<file path="config.mk">
export PLATFORM = sky130hd
export DESIGN_NAME = fetch_ctrl
export DESIGN_NICKNAME = d
export VERILOG_FILES = /design/src/rtl/fetch_ctrl_pkg.sv /design/src/rtl/fetch_ctrl_predecode.sv /design/src/rtl/fetch_ctrl.sv
export SDC_FILE = /design/constraint.sdc
export NUM_CORES = 1
export LEC_CHECK = 0
export ABC_AREA = 1
export CORE_MARGIN = 1.5
export CORE_UTILIZATION = 50
export DETAILED_ROUTE_END_ITERATION = 12
export PLACE_DENSITY = 0.82
export SLEW_MARGIN = 20
export SYNTH_ARGS = -nofsm -noshare
export SYNTH_HDL_FRONTEND = slang
export SYNTH_SLANG_ARGS = --single-unit
</file>
<file path="constraint.sdc">
create_clock -name clock -period 2.2 [get_ports clock]
set_input_delay 0.22 -clock clock [delete_from_list [all_inputs] [get_ports clock]]
set_output_delay 0.22 -clock clock [all_outputs]
set_load 0.05 [all_outputs]
</file>
<file path="src/rtl/fetch_ctrl_pkg.sv">
// -----------------------------------------------------------------------------
// fetch_ctrl_pkg
// Shared definitions for the instruction-fetch front end: predecode opcodes,
// the NOP word, the fetch FSM state type and the default address width.
// Imported by fetch_ctrl and fetch_predecode (and reusable by stage-2 control).
// -----------------------------------------------------------------------------
package fetch_ctrl_pkg;

  // Default PC / instruction-memory address width
  localparam int ADDR_W_DEF = 12;

  // Opcode field is instr[31:27]
  localparam logic [4:0] OP_J   = 5'b00001;
  localparam logic [4:0] OP_JAL = 5'b00011;
  localparam logic [4:0] OP_JR  = 5'b00100;

  // Bubble word inserted on IR_Stage1
  localparam logic [31:0] NOP_WORD = 32'h0000_0000;

  // Fetch FSM states
  typedef enum logic [1:0] {
    ST_BOOT    = 2'd0,
    ST_RUN     = 2'd1,
    ST_WAIT_JR = 2'd2
  } fetch_state_e;

  // Extract the opcode field of an instruction word
  function automatic logic [4:0] opcode_of(input logic [31:0] instr);
    return instr[31:27];
  endfunction

endpackage

</file>
<file path="src/rtl/fetch_ctrl_predecode.sv">
// -----------------------------------------------------------------------------
// fetch_predecode
// Purely combinational predecode of a fetched word, so the fetch unit can steer
// the PC in the same cycle the word arrives.
// Ports:
//   instr_i   in  32      fetched instruction word
//   is_j_o    out 1       word is J or JAL (unconditional direct jump)
//   is_jr_o   out 1       word is JR (target known only downstream)
//   target_o  out ADDR_W  direct jump target, instr_i[ADDR_W-1:0]
// -----------------------------------------------------------------------------
module fetch_predecode
  import fetch_ctrl_pkg::*;
#(
  parameter int ADDR_W = ADDR_W_DEF
) (
  input  logic [31:0]       instr_i,
  output logic              is_j_o,
  output logic              is_jr_o,
  output logic [ADDR_W-1:0] target_o
);

  // Only the opcode and low target bits matter here; fold the rest away
  logic unused_instr_s;
  assign unused_instr_s = ^instr_i;

  // Classify the word by opcode; J and JAL redirect the fetch identically
  always_comb begin
    is_j_o   = 1'b0;
    is_jr_o  = 1'b0;
    target_o = instr_i[ADDR_W-1:0];
    case (opcode_of(instr_i))
      OP_J, OP_JAL: begin
        is_j_o = 1'b1;
      end
      OP_JR: begin
        is_jr_o = 1'b1;
      end
      default: begin
        is_j_o  = 1'b0;
        is_jr_o = 1'b0;
      end
    endcase
  end

endmodule

</file>
<file path="src/rtl/fetch_ctrl.sv">
// -----------------------------------------------------------------------------
// fetch_ctrl
// Instruction-fetch controller for the front of the 5-stage pipeline. Owns the
// PC, drives the instruction-memory address and produces the stage-1
// instruction register. Direct jumps are followed with no bubble; behind a JR
// the fetch parks in WAIT_JR issuing NOPs until a downstream redirect arrives.
// Ports:
//   clock           in  1       rising-edge clock
//   reset           in  1       synchronous, active-high
//   imem_addr       out ADDR_W  fetch address (the PC register)
//   imem_data       in  32      word at imem_addr, valid in the same cycle
//   stall           in  1       downstream hazard: hold PC/IR/count/state
//   redirect_valid  in  1       taken branch or resolved JR
//   redirect_pc     in  ADDR_W  redirect target
//   IR_Stage1       out 32      instruction for stage 2 (NOP = 0)
//   PC_Stage1       out ADDR_W  address of IR_Stage1
//   waiting_jr      out 1       FSM is in WAIT_JR
//   fetch_count     out 32      non-bubble instructions issued, wraps
// -----------------------------------------------------------------------------
module fetch_ctrl
  import fetch_ctrl_pkg::*;
#(
  parameter int ADDR_W = ADDR_W_DEF
) (
  input  logic              clock,
  input  logic              reset,
  output logic [ADDR_W-1:0] imem_addr,
  input  logic [31:0]       imem_data,
  input  logic              stall,
  input  logic              redirect_valid,
  input  logic [ADDR_W-1:0] redirect_pc,
  output logic [31:0]       IR_Stage1,
  output logic [ADDR_W-1:0] PC_Stage1,
  output logic              waiting_jr,
  output logic [31:0]       fetch_count
);

  fetch_state_e      state_q;
  logic [ADDR_W-1:0] pc_q;
  logic [31:0]       ir_q;
  logic [ADDR_W-1:0] pc1_q;
  logic [31:0]       cnt_q;

  logic              is_j_s;
  logic              is_jr_s;
  logic [ADDR_W-1:0] target_s;
  logic [ADDR_W-1:0] pc_inc_d;

  fetch_predecode #(
    .ADDR_W (ADDR_W)
  ) u_predecode (
    .instr_i  (imem_data),
    .is_j_o   (is_j_s),
    .is_jr_o  (is_jr_s),
    .target_o (target_s)
  );

  // Sequential successor; natural overflow gives the modulo-2^ADDR_W wrap
  assign pc_inc_d = pc_q + {{(ADDR_W-1){1'b0}}, 1'b1};

  // Fetch FSM with PC, IR, PC_Stage1 and issue-count registers
  always_ff @(posedge clock) begin
    if (reset) begin
      state_q <= ST_BOOT;
      pc_q    <= {ADDR_W{1'b0}};
      ir_q    <= NOP_WORD;
      pc1_q   <= {ADDR_W{1'b0}};
      cnt_q   <= 32'd0;
    end else begin
      case (state_q)
        // One settling cycle: stall and redirect are deliberately ignored
        ST_BOOT: begin
          ir_q    <= NOP_WORD;
          pc_q    <= {ADDR_W{1'b0}};
          state_q <= ST_RUN;
        end

        ST_RUN, ST_WAIT_JR: begin
          if (redirect_valid) begin
            // The word currently on imem_data is wrong-path: drop it
            pc_q    <= redirect_pc;
            ir_q    <= NOP_WORD;
            state_q <= ST_RUN;
          end else if (stall) begin
            state_q <= state_q;
          end else if (state_q == ST_RUN) begin
            ir_q  <= imem_data;
            pc1_q <= pc_q;
            cnt_q <= cnt_q + 32'd1;
            if (is_j_s) begin
              pc_q <= target_s;
            end else if (is_jr_s) begin
              // Target unknown until downstream resolves; park the PC
              state_q <= ST_WAIT_JR;
            end else begin
              pc_q <= pc_inc_d;
            end
          end else begin
            // WAIT_JR: issue bubbles until the redirect arrives
            ir_q <= NOP_WORD;
          end
        end

        default: begin
          state_q <= ST_BOOT;
          pc_q    <= {ADDR_W{1'b0}};
          ir_q    <= NOP_WORD;
        end
      endcase
    end
  end

  assign imem_addr   = pc_q;
  assign IR_Stage1   = ir_q;
  assign PC_Stage1   = pc1_q;
  assign fetch_count = cnt_q;
  assign waiting_jr  = (state_q == ST_WAIT_JR);

endmodule

</file>
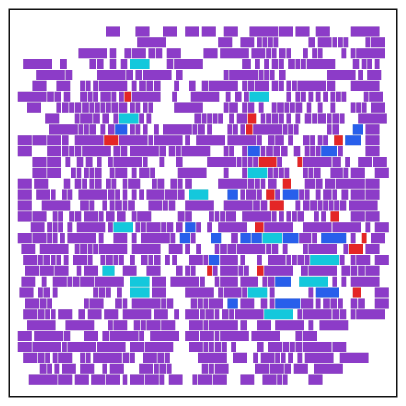
Figure 1: run 1, sizing map.
Scale: 4 px per um.
colour	size	cells
cyan	drive 6 and up	14
red	drive 2	17
blue	drive 3 to 4	19
purple	drive 1 or less	725

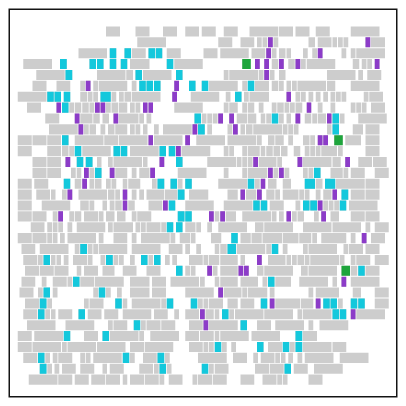
Figure 2: run 1, selected gate families.
Scale: 4 px per um.
colour	family	cells
green	AND and OR gates	3
purple	inverters	71
cyan	inverting AOI/OAI gates	104

==> Changelog: implementation, run 1 <==
## Flow update

- TritonCTS clock tree: done
- Comb area leader: simple AND/OR/NAND/NOR gates
- First drt pass iteration count: 4
- Reg2reg start: state_q[0]
- Pins Over Slew Limit: 0
- Core area: 8340 um^2
- AO/OA Area Share: approximately an eighth
- Top cells by count, synth: 189 x nand2_1, 90 x dfxtp_1, 67 x inv_1, 67 x nor2_1, 64 x a21oi_1
- DIE WIDTH: 96.5 um
- Syn Area/Cell: 6.88 um^2
- Initial detailed-routing violation count: 175
- Placer Congestion: 0.955
- Vias in the first global route: about 4,600
- Worst path top cell family by delay: buffers and inverters
- Met3 Wirelength: 899 um
- Worst hold path type: input port to register
- First-pass GRT wire length: ~20,000 um
- Global route total overflow: 0
- Status: finished, final reports clean
- Tool warning count: 30
- Post-route ant nets: 0
- Ports: 137
- Min-Delay Endpoint: IR_Stage1[24]
- Area delta synth->final: 37.6%
- Multi-input comb cells: ~450
- Post-synthesis cell type count: 40
- VDD IR max: slightly below 300 uV
- Max layer used: met4
- Post-synth EDFFs: 0
- Critical Path AT: around 1.8 ns
- Setup TNS Final: 0 ns
- Top cell category: logic gates
- Ys cells: roughly 640
- MUX area fraction: 0%
- Simple Share, Synth: approximately a third
- Reg2reg end: IR_Stage1[8]
- WP buf/inv: 2
- Critical Path Source Type: register
- Die area: between 9000 and 10,000 um^2
- WP data required: between 1.5 and 2 ns
- Synth Area in XOR/XNOR: under 10%
- Tot GR Track Use: approximately 28%
- Diode count: 0
- Flop count: 90
- Met2 WL: approximately 6000 um
- M1 wire length: about 5100 um
- CTS Buffer Depth: 2
- Yosys warnings: 0
- Hold WS: approximately 0.40 ns
- CP endpoint: waiting_jr
- Fillers: ~680
- Worst Skew: between 0.006 and 0.007 ns
- Final Hold Fails: 0
- Cell area leaders: dfxtp_1 41%, nand2_1 16%, a21oi_1 7.3%
- Crit path from: state_q[0]
- Die Y: about 96 um
- Postcts setup bufs: 0
- DR DRC count: 0
- DP Wirelength: slightly above 9000 um
- Leak pwr: 2.39 nW
- Buffering overhead: 23.8%
- Count leader, synth: nand2_1
- Flop area: approximately 1800 um^2
- Non-clock inverters: 71
- Clock buf/inv share: a little under 3%
- Critical Path Stages: 3
- GR Layer Usage met1: 33.0%
- Placed Cells: 864
- Largest type area fraction: 41.2%
- CTS root buffer: clkbuf_8
- Yosys adder share: 2.00%
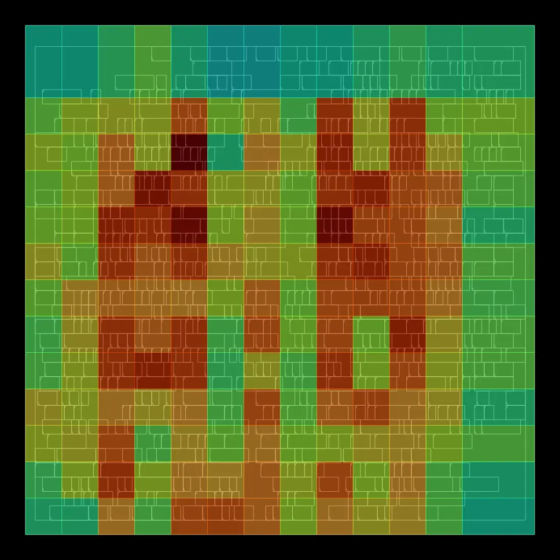
Figure 3: run 1, routing congestion.
met2 usage: 48.4%
GR peak layer: met2
M3 GR Usage: 6.03%

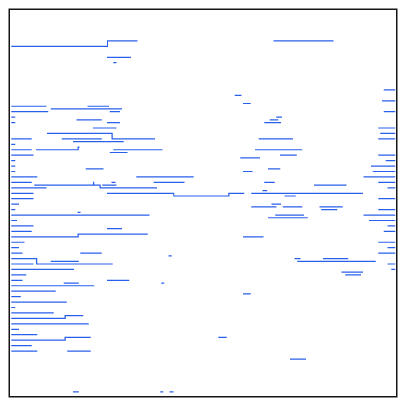
Figure 4: run 1, met3 routing.
Scale: 4 px per um.
longest straight run	34.3 um
share of all routed wire	7.3%
wire length on this layer	899 um
routed vias: 4,611
WL final: 12,300 um

==> run 1: flip-flops by register name, indices dropped and copies added (netlist names) <==
name         cells
PC_Stage1       12
state_q          2
fetch_count     32
imem_addr       12
IR_Stage1       32
==> run 1: per-stage QoR <==
step	area (um^2)	utilization, %
2_1_floorplan	4370	-
3_3_place_gp	5830	70.0
3_5_place_dp	5830	70.0
4_1_cts	6010	72.1
5_1_grt	6010	72.1
6_report	6010	72.1
==> run 1: worst reg2reg max path, cell delays in order (launching register included) <==
cell and delay [ns]:
dfxtp_1 0.42, inv_1 0.09, ha_1 0.32, nand2_1 0.06, inv_1 0.28, nand2_1 0.09, buf_4 0.25, a21oi_1 0.17
==> run 1: power by group <==
part,internal (mW),switching [mW],leakage (nW)
clock,0.444,0.602,0.0964
sequential,1.66,0.0320,0.728
combinational,0.186,0.282,1.56
Figure 5. Cells coloured by class (run 1).
Scale: 4 px per um. Fill, decap, tap and diode cells in grey.
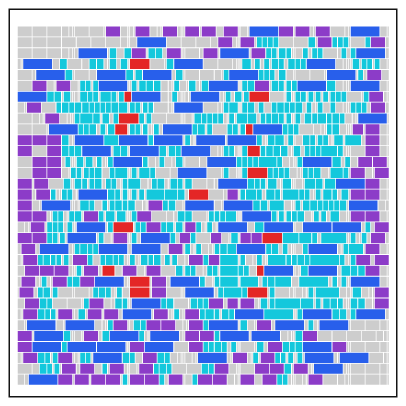

==> run 2, diff against run 1 <==
--- a/config.mk
+++ b/config.mk
@@ -9,7 +9,7 @@
 export CORE_MARGIN = 1.5
 export CORE_UTILIZATION = 50
 export DETAILED_ROUTE_END_ITERATION = 12
-export PLACE_DENSITY = 0.82
+export PLACE_DENSITY_LB_ADDON = 0.1
 export SLEW_MARGIN = 20
 export SYNTH_ARGS = -nofsm -noshare
 export SYNTH_HDL_FRONTEND = slang
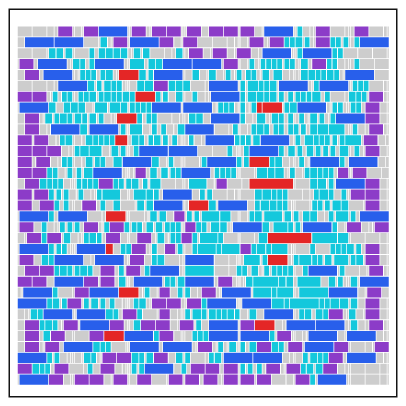
Figure 6: run 2, cells coloured by class.
Scale: 4 px per um. Fill, decap, tap and diode cells in grey.
colour	class	cells
red	clock drivers and dummy loads	16
purple	other buffers and delay cells	146
cyan	all other logic	524
blue	flip-flops	90
standard-cell row count: 33
design area: 6070 um^2
core area: 8340 um^2
final core occ: 72.8%
flop share of the area: 29.7%

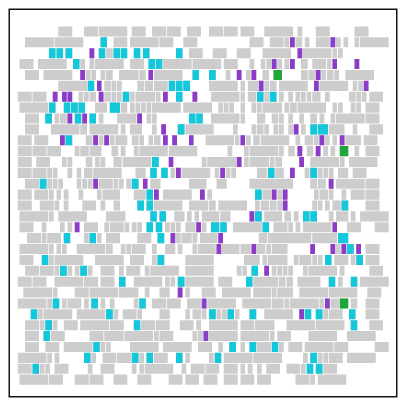
Figure 7: run 2, selected gate families.
Scale: 4 px per um.
Cell Count, Final, Fillers Out: 881
logic share of the area: 36.3%
most numerous logic cell after layout: nand2_1

==> Changelog: implementation, run 2 <==
## Flow update

- Largest net degree at the start of global routing: 35
- Ys async rst share: 0%
- Met3 Wirelength: 896 um
- Initial detailed-routing violation count: 183
- First drt pass iteration count: 5
- Worst-Skew Late Latency: approximately 0.36 ns
- Fillers: 708
- Dpl ws: 0.267 ns
- Sequential power share: about half
- Sequential power: approximately 1.7 mW
- Die area: between 9000 and 10,000 um^2
- Buffering overhead: 23.7%
- Final Worst Setup Slack: 0.160 ns
- Relative slew slack: between 60% and 70%
- Non-clock inverters: 71
- Ys cells: 635
- Finish-stage setup viols: 0
- DP Wirelength: roughly 9000 um
- Clock power share: between 30% and 40%
- Post-synthesis cell type count: 40
- CTS-repair resized insts: 0
- Sw frac: around a quarter
- Critical Path Source Type: register
- Post-synthesis cell area: 4370 um^2
- # nets final: slightly above 800
- Signal buffers: between 100 and 150
- Logic gate share of total power: a little over an eighth
- Yosys warnings: 0
- Synth Instances: between 600 and 700
- First-pass GRT wire length: just over 20,000 um
- Hold-fix buffers, CTS: 0
- Post-synth EDFFs: 0
- H-tree depth: 3
- Placer Congestion: 1.00
- Largest type area fraction: between 40% and 50%
- Ports: roughly 140
- Critical Path AT: approximately 1.8 ns
- Leak pwr: ~2.4 nW
- Hold depth: 3
- RSZ-0062 raised after global routing: false
- Final Hold Fails: 0
- Met2 WL: slightly below 6000 um
- Tool warning count: 30
- Initial antenna violation count: 0
- Routed vias: around 4,500
- Min-Delay Endpoint: IR_Stage1[21]
- Clock buf count: 12
- Register share after synthesis: 41.2%
- Top cells by count, synth: 189 x nand2_1, 90 x dfxtp_1, 67 x inv_1, 67 x nor2_1, 64 x a21oi_1
- Clk. pwr: between 1 and 1.5 mW
- M1 wire length: between 5000 and 6000 um
- Reg2reg end: IR_Stage1[15]
- Minimum clock period: between 2 and 2.5 ns
- CP endpoint: waiting_jr
- Diode count: 0
- CTS root buffer: clkbuf_8
- Multi-input comb cells: 453
- Syn Area/Cell: approximately 6.9 um^2
- GR peak layer: met2
- Syn Nets: around 690
- DR vias/cell: slightly above 5
- Dominant Register Cell: dfxtp_1
- DR DRC count: 0
- Combinational logic power: ~0.47 mW
- Pwr/cell area: ~570 nW/um^2
- Global route total overflow: 0
- WP data required: 1.98 ns
- CTS Buffer Depth: 2
- Area leader, netlist: dfxtp_1
- Crit path from: state_q[0]
- Flop count: approximately 90
- Reg2reg start: state_q[0]
- Top cells excl fill/tap: 189 x nand2_1, 136 x clkdlybuf4s50_1, 90 x dfxtp_1, 67 x inv_1, 67 x nor2_1
- Worst Setup Path Type: register to output port
- Slew @ Worst Pin: around 0.53 ns
- DIE WIDTH: approximately 96 um
- Status: finished, final reports clean
- Switching Power: just over 0.9 mW
- Postcts setup bufs: 0
- Pins Over Slew Limit: 0
- Top cell category: logic gates
- Period utilization: roughly 90%
- Flops & latches, synth: roughly 90
- N_taps: around 110
- Die Y: a little under 100 um
- WL final: 12,200 um
- Max layer used: met4
- Pint: roughly 2.6 mW
- Logic area: approximately 2200 um^2
- HP Start: imem_data[21]
- Clock buf/inv share: 3.77%
- Reg2reg path depth: 7
- Flop area: about 1800 um^2
- Crit end category: output port
- CP max FO: 5
- Share of layout cells above drive strength 1: between 6 and 7%
- Area delta synth->final: 38.9%
- CTS Buf Count: 9
- Setup TNS Final: 0 ns
- Top pwr grp: registers
- Post-route ant nets: 0
- VDD IR max: ~330 uV
- R2r setup slk: around 0.44 ns
- Count leader, synth: nand2_1
- CTS clk-pin slew, worst paths: about 0.08 ns
- Port Buf Inserts: approximately 140
- Vias in the first global route: roughly 4,500
- Fp_density: 52.4%
- Max-Cap Viols: 0
- Worst Skew: around 0.0071 ns
- Clock Sinks: around 90
- YS chip area: ~4400 um^2
- Cell area leaders: dfxtp_1 41%, nand2_1 16%, a21oi_1 7.3%
- Achievable frequency: between 400 and 500 MHz
- Worst hold path type: input port to register
- TritonCTS clock tree: done
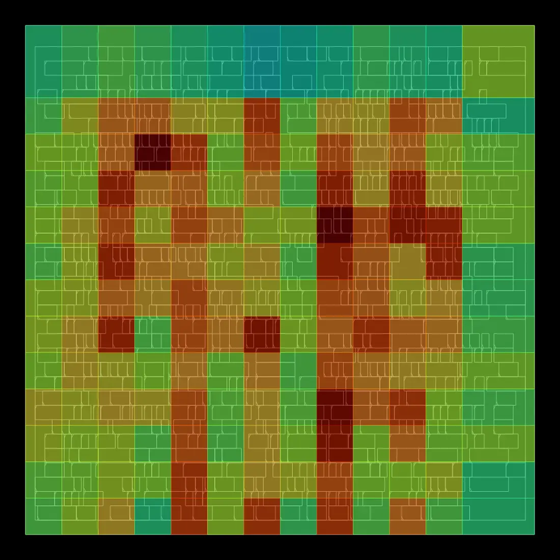
Figure 8: run 2, routing congestion.
met2 usage: 48.2%
M3 GR Usage: 6.65%
GR Layer Usage met1: 31.9%
post-DR wirelength/cell: 13.8 um
Tot GR Track Use: 27.6%

## run 2: worst max-delay path: stages (launching register included)
cell,delay [ns]
dfxtp_1,0.36
inv_1,0.10
ha_1,0.17
clkdlybuf4s50_1,0.83
## run 2: cells by family after synthesis
logic type      after synthesis  share of synthesized area (%)
compound gates              105                           12.3
buf+inv                      92                           8.28
flops                        90                           41.2
simple gates                334                           34.8
fa+ha+maj                     7                           2.00
xor+xnor                      7                           1.40
## run 2: stage by stage
step           area [um^2]  power (mW)  std cells  util (%)  hold slack (ns)
2_1_floorplan         4370        1.99        635         -            0.363
3_3_place_gp          5840        2.19        865      70.0            0.445
3_5_place_dp          5840        2.20        865      70.0            0.456
4_1_cts               6070        3.47        881      72.8            0.404
5_1_grt               6070        3.58        881      72.8            0.423
6_report              6070        3.46        881      72.8            0.415
Power figures rest on the tool's default switching activity, not on a simulated workload.
